`config.mk`:
```
export PLATFORM = sky130hd
export DESIGN_NAME = key_move_ctrl
export DESIGN_NICKNAME = d
export VERILOG_FILES = /design/src/rtl/key_move_ctrl.sv
export SDC_FILE = /design/constraint.sdc
export NUM_CORES = 1
export LEC_CHECK = 0
export CORE_MARGIN = 4
export CORE_UTILIZATION = 47
export DETAILED_ROUTE_END_ITERATION = 10
export PLACE_DENSITY = 0.66
export REMOVE_ABC_BUFFERS = 1
export SYNTH_ARGS = -nofsm -noshare
export SYNTH_HDL_FRONTEND = slang
export SYNTH_SLANG_ARGS = --single-unit
```
`constraint.sdc`:
```
create_clock -name clk -period 4.9 [get_ports clk]
set_clock_uncertainty 0.15 [all_clocks]
set_input_delay 0.49 -clock clk [delete_from_list [all_inputs] [get_ports clk]]
set_output_delay 0.49 -clock clk [all_outputs]
set_load 0.02 [all_outputs]
```
`src/rtl/key_move_ctrl.sv`:
```
// Turns debounced direction-key levels into press / auto-repeat move commands,
// delivered through a single-entry valid/ready output register.
module key_move_ctrl #(
   parameter int unsigned HOLD_DELAY    = 1_000,
   parameter int unsigned REPEAT_PERIOD = 200,
   parameter int unsigned CNT_W         = 21
) (
   input  logic       clk,
   input  logic       nrst,
   input  logic [3:0] key_in,
   input  logic       cmd_ready,
   output logic       cmd_valid,
   output logic [1:0] cmd_dir,
   output logic       cmd_repeat,
   output logic       cmd_drop
);

   typedef enum logic [1:0] {
      IDLE   = 2'd0,
      DELAY  = 2'd1,
      REPEAT = 2'd2
   } state_e;

   localparam logic [CNT_W-1:0] HOLD_LAST   = CNT_W'(HOLD_DELAY - 1);
   localparam logic [CNT_W-1:0] REPEAT_LAST = CNT_W'(REPEAT_PERIOD - 1);

   state_e           state_q, state_d;
   logic [CNT_W-1:0] cnt_q, cnt_d;
   logic [1:0]       held_q, held_d;
   logic [3:0]       key_q;

   logic             valid_q, valid_d;
   logic [1:0]       dir_q, dir_d;
   logic             repeat_q, repeat_d;
   logic             drop_q, drop_d;

   logic [3:0]       rise;
   logic [1:0]       win_dir;
   logic             gen;
   logic             gen_rep;
   logic [1:0]       gen_dir;

   assign rise = key_in & ~key_q;

   // NOTE: every variable gets its default before any branch, so no path can infer a latch.
   always_comb begin
      win_dir = 2'd0;
      if      (rise[0]) win_dir = 2'd0;
      else if (rise[1]) win_dir = 2'd1;
      else if (rise[2]) win_dir = 2'd2;
      else if (rise[3]) win_dir = 2'd3;

      state_d = state_q;
      cnt_d   = cnt_q;
      held_d  = held_q;
      gen     = 1'b0;
      gen_rep = 1'b0;
      gen_dir = win_dir;

      unique case (state_q)
         IDLE: begin
            if (|rise) begin
               gen     = 1'b1;
               held_d  = win_dir;
               cnt_d   = '0;
               state_d = DELAY;
            end
         end
         DELAY: begin
            if (|rise) begin
               gen    = 1'b1;
               held_d = win_dir;
               cnt_d  = '0;
            end else if (!key_in[held_q]) begin
               cnt_d   = '0;
               state_d = IDLE;
            end else if (cnt_q == HOLD_LAST) begin
               gen     = 1'b1;
               gen_rep = 1'b1;
               gen_dir = held_q;
               cnt_d   = '0;
               state_d = REPEAT;
            end else begin
               cnt_d = cnt_q + CNT_W'(1);
            end
         end
         REPEAT: begin
            if (|rise) begin
               gen     = 1'b1;
               held_d  = win_dir;
               cnt_d   = '0;
               state_d = DELAY;
            end else if (!key_in[held_q]) begin
               state_d = IDLE;
            end else if (cnt_q == REPEAT_LAST) begin
               gen     = 1'b1;
               gen_rep = 1'b1;
               gen_dir = held_q;
               cnt_d   = '0;
            end else begin
               cnt_d = cnt_q + CNT_W'(1);
            end
         end
         default: state_d = IDLE;
      endcase
   end

   // Output register: a full, stalled register drops new commands rather than stalling timing.
   always_comb begin
      valid_d  = valid_q;
      dir_d    = dir_q;
      repeat_d = repeat_q;
      drop_d   = 1'b0;
      if (gen && (!valid_q || cmd_ready)) begin
         valid_d  = 1'b1;
         dir_d    = gen_dir;
         repeat_d = gen_rep;
      end else if (gen) begin
         drop_d = 1'b1;
      end else if (valid_q && cmd_ready) begin
         valid_d = 1'b0;
      end
   end

   // NOTE: sequential state uses non-blocking assignments so all registers update from pre-edge values.
   always_ff @(posedge clk) begin
      if (nrst) begin
         state_q  <= IDLE;
         cnt_q    <= '0;
         held_q   <= 2'd0;
         key_q    <= 4'd0;
         valid_q  <= 1'b0;
         dir_q    <= 2'd0;
         repeat_q <= 1'b0;
         drop_q   <= 1'b0;
      end else begin
         state_q  <= state_d;
         cnt_q    <= cnt_d;
         held_q   <= held_d;
         key_q    <= key_in;
         valid_q  <= valid_d;
         dir_q    <= dir_d;
         repeat_q <= repeat_d;
         drop_q   <= drop_d;
      end
   end

   assign cmd_valid  = valid_q;
   assign cmd_dir    = dir_q;
   assign cmd_repeat = repeat_q;
   assign cmd_drop   = drop_q;

endmodule

```
==> impl_metrics.env <==
# source this file to load flow results
export IMPL_largest_cell_class="multi-input combinational cells"
export IMPL_drtIter0Drc=96
export IMPL_synth_top_cell_by_count="dfxtp_1"
export IMPL_ioPinCount=12
export IMPL_setup_tns_ns=0
export IMPL_finalPower_w=0.000680
export IMPL_r2r_cells=7
export IMPL_whs_ns=0.355
export IMPL_portBuffers=11
export IMPL_met3_length_um=192
export IMPL_lay_top_cells="dfxtp_1 (34), nor2_1 (31), xor2_1 (15)"
export IMPL_crit_family="AND-OR/OR-AND gates"
export IMPL_clockBufferDepth=2
export IMPL_comb_cells=156
export IMPL_cts_resized=0
export IMPL_dieArea_sq_um=4930
export IMPL_p_sw_frac=0.306
export IMPL_switchingPower_w=0.000208
export IMPL_crit_top_cell="nor2_1"
export IMPL_crit_start="key_in[1]"
export IMPL_ys_sh_xor=0.0964
export IMPL_numSynthFlops=34
export IMPL_drive_above_1_share=0.0926
export IMPL_final_net_count=227
export IMPL_clk_pin_slew_ns=0.06
export IMPL_status="complete, no violations"
export IMPL_fin_crit_ns=2.99
export IMPL_synth_adder_area_share=0.0344
export IMPL_syn_area_per_cell_sq_um=9.04
export IMPL_ys_top_cells_by_count="dfxtp_1 (34), nor2_1 (31), xor2_1 (15)"
export IMPL_maxPowerGroup="registers"
export IMPL_detail_route_wl_per_cell_um=14.4
export IMPL_max_slew_worst_pin_slew_ns=0.956
export IMPL_slowest_delay_ns=0.77
export IMPL_inverters=7
export IMPL_yosys_area_share_simple=0.281
export IMPL_grt_pass1_wl_mm=6.64
export IMPL_maxCapViolations=0
export IMPL_crit_path_end="cnt_q[2]$_SDFFE_PP0P_"
export IMPL_drc=0
export IMPL_clk_latency_ns=0.28
export IMPL_path_depth=7
export IMPL_antenna_cells=0
export IMPL_cts_setup_buffers=0
export IMPL_gr_usage_all_layers=0.166
export IMPL_required_ns=4.87
export IMPL_use_met3=0.0475
export IMPL_dp_hpwl_mm=2.81
export IMPL_path_class="input pin to register"
export IMPL_ys_warn_count=0
export IMPL_grt_busiest_layer="met2"
==> images/m2.png <==
The bar under the picture is 20 um long.
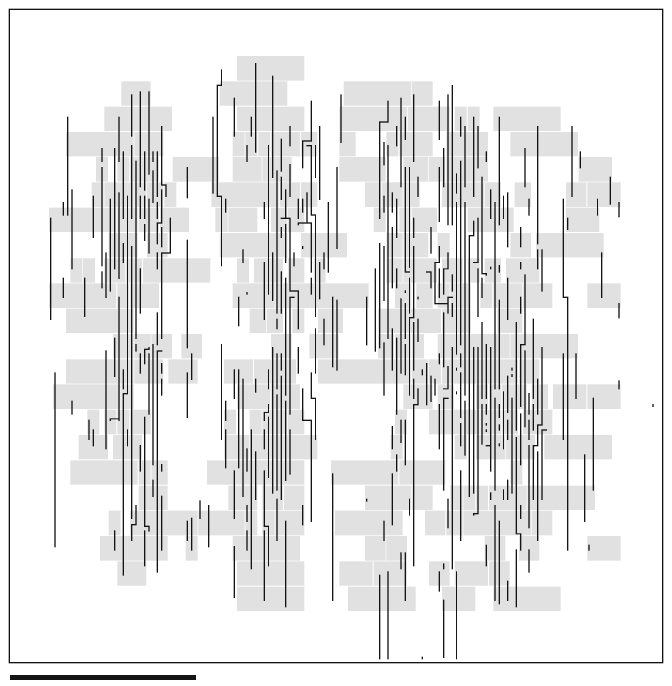
The wires run mostly vertical. 201 nets have wire on it. The layer carries 1970 um of wire. The longest straight run is 29.2 um.
Routed WL: 3.79 mm
via count: 1534
met2 usage: 0.301

==> images/m1.png <==
The bar under the picture is 20 um long. Supply wires on this layer in grey.
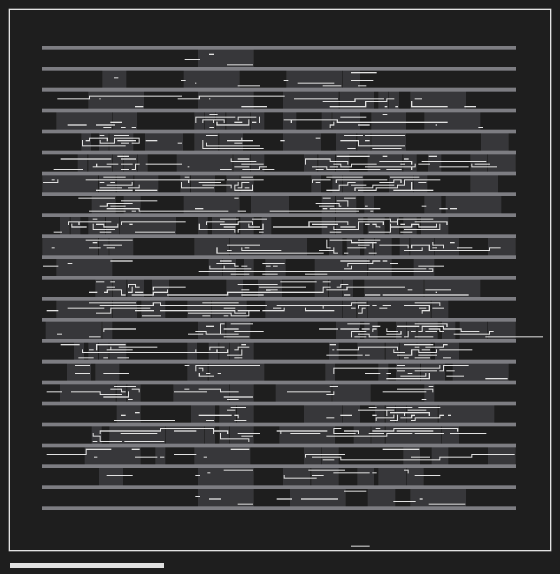
The layer holds 41% of the routed length. The wires run mostly horizontal. 206 nets have wire on it.
met1 Use GR: 0.178

==> images/sizing.png <==
The bar under the picture is 20 um long.
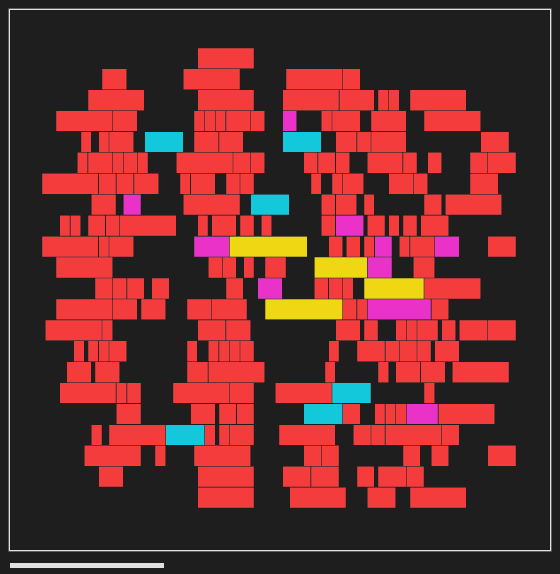
x6 and larger: drawn in cyan, cells 6, share 2.8%. x2: drawn in magenta, cells 10, share 4.6%. x3 and x4: drawn in yellow, cells 4, share 1.9%. x1 and smaller: drawn in red, cells 196, share 91%.
final instance area: 2040 sq um
Non-CTS buffers: 11
Layout Area Growth over Synthesis: 12.3%

